Figure 1. Sequential cells grouped by signal name.
Other sequential cells in the stronger gray, the rest of the logic in the fainter gray.
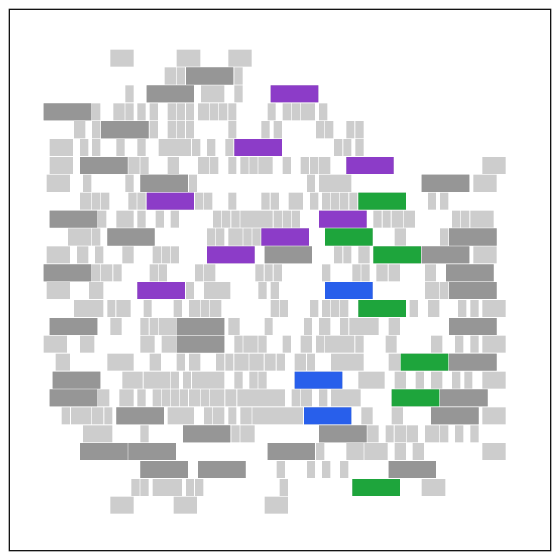
Figure 2. Routed metal, one color a layer.
Only two layers are drawn.
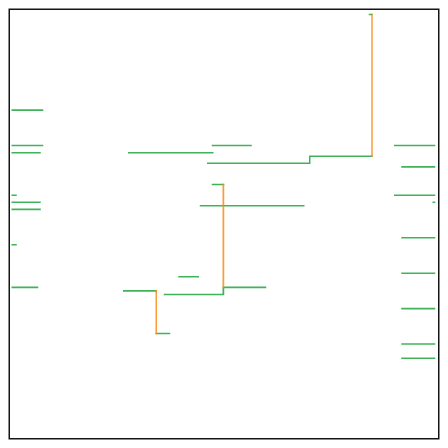
File: config.mk
export PLATFORM = sky130hd
export DESIGN_NAME = quick_spi_slave
export DESIGN_NICKNAME = d
export VERILOG_FILES = /design/src/rtl/quick_spi_pkg.sv /design/src/rtl/quick_spi_sync_edge.sv /design/src/rtl/quick_spi_slave.sv
export SDC_FILE = /design/constraint.sdc
export NUM_CORES = 1
export LEC_CHECK = 0
export ABC_AREA = 1
export ABC_CLOCK_PERIOD_IN_PS = 2100
export CORE_MARGIN = 5
export CORE_UTILIZATION = 43
export DETAILED_ROUTE_END_ITERATION = 10
export MAX_ROUTING_LAYER = met4
export PLACE_DENSITY = 0.67
export RECOVER_POWER = 25
export SLEW_MARGIN = 20
export SYNTH_ARGS = -nofsm -noshare
export SYNTH_HDL_FRONTEND = slang
export SYNTH_SLANG_ARGS = --single-unit
File: constraint.sdc
create_clock -name clk -period 2.1 [get_ports clk]
set_input_delay 0.21 -clock clk [delete_from_list [all_inputs] [get_ports clk]]
set_output_delay 0.21 -clock clk [all_outputs]
set_load 0.02 [all_outputs]
File: src/rtl/quick_spi_pkg.sv
// Shared SPI slave types: FSM state encoding, SPI mode constants and default word width.
package quick_spi_pkg;

  typedef enum logic {
    ST_IDLE   = 1'b0,
    ST_ACTIVE = 1'b1
  } spi_state_e;

  localparam int SPI_DEFAULT_WIDTH = 8;
  localparam int SPI_CPOL_LOW      = 0;
  localparam int SPI_CPOL_HIGH     = 1;
  localparam int SPI_CPHA_LEAD     = 0;
  localparam int SPI_CPHA_TRAIL    = 1;

endpackage

File: src/rtl/quick_spi_sync_edge.sv
// Two-flop synchronizer for an asynchronous SPI line plus a rise/fall detector on the synchronized level.
module quick_spi_sync_edge #(
  parameter logic RST_VAL = 1'b0
) (
  input  logic clk,
  input  logic reset,
  input  logic async_i,
  output logic rise_o,
  output logic fall_o
);

  logic meta_q, sync_q, prev_q;

  always_ff @(posedge clk) begin
    if (reset) begin
      meta_q <= RST_VAL;
      sync_q <= RST_VAL;
      prev_q <= RST_VAL;
    end else begin
      meta_q <= async_i;
      sync_q <= meta_q;
      prev_q <= sync_q;
    end
  end

  assign rise_o = sync_q & ~prev_q;
  assign fall_o = ~sync_q & prev_q;

endmodule

File: src/rtl/quick_spi_slave.sv
// Oversampled SPI slave with a one-word transmit holding register and gapless word streaming.
// Optional macro QUICK_SPI_SLAVE_RX_OVERRUN_EN adds rx_ack / rx_overrun.
module quick_spi_slave
  import quick_spi_pkg::*;
#(
  parameter int                    DATA_WIDTH   = SPI_DEFAULT_WIDTH,
  parameter int                    CPOL         = SPI_CPOL_LOW,
  parameter int                    CPHA         = SPI_CPHA_LEAD,
  parameter logic [DATA_WIDTH-1:0] TX_IDLE_WORD = '0
) (
  input  logic                  clk,
  input  logic                  reset,
  input  logic                  sclk,
  input  logic                  mosi,
  input  logic                  ss_n,
  output logic                  miso,
  output logic                  miso_oe,
  input  logic [DATA_WIDTH-1:0] tx_data,
  input  logic                  tx_valid,
  output logic                  tx_ready,
  output logic [DATA_WIDTH-1:0] rx_data,
  output logic                  rx_valid,
  output logic                  busy,
  output logic                  tx_underrun
`ifdef QUICK_SPI_SLAVE_RX_OVERRUN_EN
  ,
  input  logic                  rx_ack,
  output logic                  rx_overrun
`endif
);

  localparam int CW = (DATA_WIDTH > 1) ? $clog2(DATA_WIDTH) : 1;

  logic                  sclk_rise, sclk_fall, ss_rise, ss_fall;
  logic                  mosi_meta_q, mosi_q;
  spi_state_e            state_q, state_d;
  logic [CW-1:0]         cnt_q, cnt_d;
  logic [DATA_WIDTH-2:0] rxsh_q, rxsh_d;
  logic [DATA_WIDTH-1:0] txsh_q, txsh_d, hold_q, hold_d, rx_data_q, rx_data_d;
  logic                  hold_vld_q, hold_vld_d, fresh_q, fresh_d;
  logic                  take_q, take_d, und_q, und_d;
  logic                  rx_valid_q, rx_valid_d, underrun_q, underrun_d;
  logic [1:0]            settle_q, settle_d;
  logic                  lead_edge, trail_edge, smp_edge, shf_edge;
  logic                  armed, accept, next_avail, enter;
  logic [DATA_WIDTH-1:0] next_word, rx_word;

  quick_spi_sync_edge #(.RST_VAL(CPOL != SPI_CPOL_LOW)) u_sclk_sync (
    .clk     (clk),
    .reset   (reset),
    .async_i (sclk),
    .rise_o  (sclk_rise),
    .fall_o  (sclk_fall)
  );

  quick_spi_sync_edge #(.RST_VAL(1'b1)) u_ss_sync (
    .clk     (clk),
    .reset   (reset),
    .async_i (ss_n),
    .rise_o  (ss_rise),
    .fall_o  (ss_fall)
  );

  assign lead_edge  = (CPOL == SPI_CPOL_LOW) ? sclk_rise : sclk_fall;
  assign trail_edge = (CPOL == SPI_CPOL_LOW) ? sclk_fall : sclk_rise;
  assign smp_edge   = (CPHA == SPI_CPHA_LEAD) ? lead_edge : trail_edge;
  assign shf_edge   = (CPHA == SPI_CPHA_LEAD) ? trail_edge : lead_edge;

  // The synchronizers come out of reset reading ss_n high; a low line would look
  // like a fresh select, so edges are ignored until the pipeline has refilled.
  assign armed      = (settle_q == 2'd3);
  assign accept     = tx_valid && !hold_vld_q;
  assign next_avail = hold_vld_q || accept;
  assign next_word  = hold_vld_q ? hold_q : (accept ? tx_data : TX_IDLE_WORD);
  assign rx_word    = {rxsh_q, mosi_q};

  always_comb begin
    state_d    = state_q;
    cnt_d      = cnt_q;
    rxsh_d     = rxsh_q;
    txsh_d     = txsh_q;
    hold_d     = hold_q;
    hold_vld_d = hold_vld_q;
    fresh_d    = fresh_q;
    take_d     = take_q;
    und_d      = und_q;
    rx_data_d  = rx_data_q;
    rx_valid_d = 1'b0;
    underrun_d = 1'b0;
    enter      = 1'b0;
    settle_d   = armed ? settle_q : settle_q + 2'd1;

    if (accept) begin
      hold_d     = tx_data;
      hold_vld_d = 1'b1;
    end

    case (state_q)
      ST_IDLE: begin
        if (armed && ss_fall) begin
          state_d = ST_ACTIVE;
          enter   = 1'b1;
          cnt_d   = '0;
          txsh_d  = next_word;
          fresh_d = 1'b1;
          take_d  = next_avail;
          und_d   = 1'b0;
        end
      end
      ST_ACTIVE: begin
        if (ss_rise) begin
          state_d = ST_IDLE;
          cnt_d   = '0;
          fresh_d = 1'b0;
          take_d  = 1'b0;
          und_d   = 1'b0;
        end else begin
          // The holding word is only released (and an underrun only reported)
          // once the master actually clocks the first bit of the reloaded word.
          if (smp_edge) begin
            rxsh_d     = rx_word[DATA_WIDTH-2:0];
            take_d     = 1'b0;
            und_d      = 1'b0;
            underrun_d = und_q;
            if (take_q) hold_vld_d = 1'b0;
            if (cnt_q == CW'(DATA_WIDTH - 1)) begin
              cnt_d      = '0;
              rx_valid_d = 1'b1;
              rx_data_d  = rx_word;
            end else begin
              cnt_d = cnt_q + CW'(1);
            end
          end
          if (shf_edge) begin
            fresh_d = 1'b0;
            if (cnt_q != '0) begin
              txsh_d = txsh_q << 1;
            end else if (!fresh_q) begin
              txsh_d = next_word;
              take_d = next_avail;
              und_d  = !next_avail;
            end
          end
        end
      end
      default: state_d = ST_IDLE;
    endcase
  end

  always_ff @(posedge clk) begin
    if (reset) begin
      mosi_meta_q <= 1'b0;
      mosi_q      <= 1'b0;
      state_q     <= ST_IDLE;
      cnt_q       <= '0;
      rxsh_q      <= '0;
      txsh_q      <= '0;
      hold_q      <= '0;
      hold_vld_q  <= 1'b0;
      fresh_q     <= 1'b0;
      take_q      <= 1'b0;
      und_q       <= 1'b0;
      rx_data_q   <= '0;
      rx_valid_q  <= 1'b0;
      underrun_q  <= 1'b0;
      settle_q    <= '0;
    end else begin
      mosi_meta_q <= mosi;
      mosi_q      <= mosi_meta_q;
      state_q     <= state_d;
      cnt_q       <= cnt_d;
      rxsh_q      <= rxsh_d;
      txsh_q      <= txsh_d;
      hold_q      <= hold_d;
      hold_vld_q  <= hold_vld_d;
      fresh_q     <= fresh_d;
      take_q      <= take_d;
      und_q       <= und_d;
      rx_data_q   <= rx_data_d;
      rx_valid_q  <= rx_valid_d;
      underrun_q  <= underrun_d;
      settle_q    <= settle_d;
    end
  end

`ifdef QUICK_SPI_SLAVE_RX_OVERRUN_EN
  logic unack_q, rx_overrun_q;

  always_ff @(posedge clk) begin
    if (reset) begin
      unack_q      <= 1'b0;
      rx_overrun_q <= 1'b0;
    end else begin
      rx_overrun_q <= rx_valid_d && unack_q && !rx_ack;
      if (rx_valid_d)  unack_q <= 1'b1;
      else if (rx_ack) unack_q <= 1'b0;
    end
  end

  assign rx_overrun = rx_overrun_q;
`endif

  // MSB must be on miso in the select cycle itself, before the first leading edge.
  assign miso        = enter ? next_word[DATA_WIDTH-1]
                     : ((state_q == ST_ACTIVE) ? txsh_q[DATA_WIDTH-1] : 1'b0);
  assign miso_oe     = enter || (state_q == ST_ACTIVE);
  assign busy        = (state_q == ST_ACTIVE);
  assign tx_ready    = !hold_vld_q;
  assign rx_data     = rx_data_q;
  assign rx_valid    = rx_valid_q;
  assign tx_underrun = underrun_q;

endmodule
==> metrics.csv <==
metric;value;unit
clock_latency;0.30;ns
p_sw;0.431;mW
fin_nets;360;
design_area;2670;um2
xor_share;0.00392;
cts-root-buf;clkbuf_8;
dpl_cell_area;2580;um2
slew_violations;0;
layout_top_cells;nand2_1 (94), dfxtp_1 (51), nor2_1 (48);
maxPowerGroup;registers;
slowest_stage;clkdlybuf4s50_1;
ys_cells;312;
synth-area-yosys;2240;um2
edf_count;0;
drt_iter0_drc;80;
holdWs;0.405;ns
cp-endpoint;busy;
total_power;1.74;mW
leakage;1.26;nW
top_area_frac;0.457;
async_flop_share;0;
io_pins;28;
hp-start;u_sclk_sync.meta_q$_SDFF_PP0_;
diodes;0;
ir_drop;0.000443;V
r2r_end;txsh_q[4]$_SDFFE_PP0P_;
fp_util;0.441;
lay_top_count;nand2_1;
worstSetupPathType;reg2out;
crit_start;busy$_SDFF_PP0_;
mux_share;0;
grtUsageTotal;0.141;
yosysTopAreaCell;dfxtp_1;
dpl.hpwl;2970;um
relSlewSlack;0.389;
drc;0;
dieWidth;82.1;um
holdCritPathClass;reg2reg;
netlist_area;2240;um2
post-cts-setup-buffers;0;
reg2reg_from;settle_q[0]$_SDFFE_PP0P_;
portBuffers;27;
grtUsageMet3;0.0358;
vias_per_cell;4.59;
skew;0.00667;ns
outcome;finished, final reports clean;
chipArea;6740;um2
critical_path.max_stage_delay;0.63;ns
Back to the opening pictures, Figure 1:
[blue] `cnt_q` | placed flops: 3
[purple] `txsh_q` | placed flops: 8
[green] `rxsh_q` | placed flops: 7

Back to the opening pictures, Figure 2:
[orange] metal 4 | wire length: 55.1 um
[green] metal 3 | wire length: 198 um

## area by class of cell
class	count	area, um2	share of cell area
inverters	33	126	0.0474
clock buffers	5	68.8	0.0258
well taps	70	87.6	0.0329
repair buffers	31	302	0.113
multi-input cells	220	1040	0.392
flip-flops and latches	51	1020	0.383
clock inverters	3	15.0	0.00563
## repair_timing
| item | 4_1_cts | 5_1_grt |
|---|---|---|
| resized | 0 | 2 |
| endpoints found under the setup margin | 0 | 2 |
| hold endpoints to repair | 0 | 0 |
## worst register-to-register path, delay by kind of cell, from the launching register on
kind | cells | cell delay (ns)
flops | 1 | 0.36
simple gates | 8 | 0.79
fa+ha+maj | 1 | 0.24
## flip-flops by register name, indices dropped and copies added, names as in the netlist, 2 cells and up
signal and count:
hold_q 8, cnt_q 3, txsh_q 8, rxsh_q 7, settle_q 2, rx_data 8
Power and IR drop assume default switching activity.
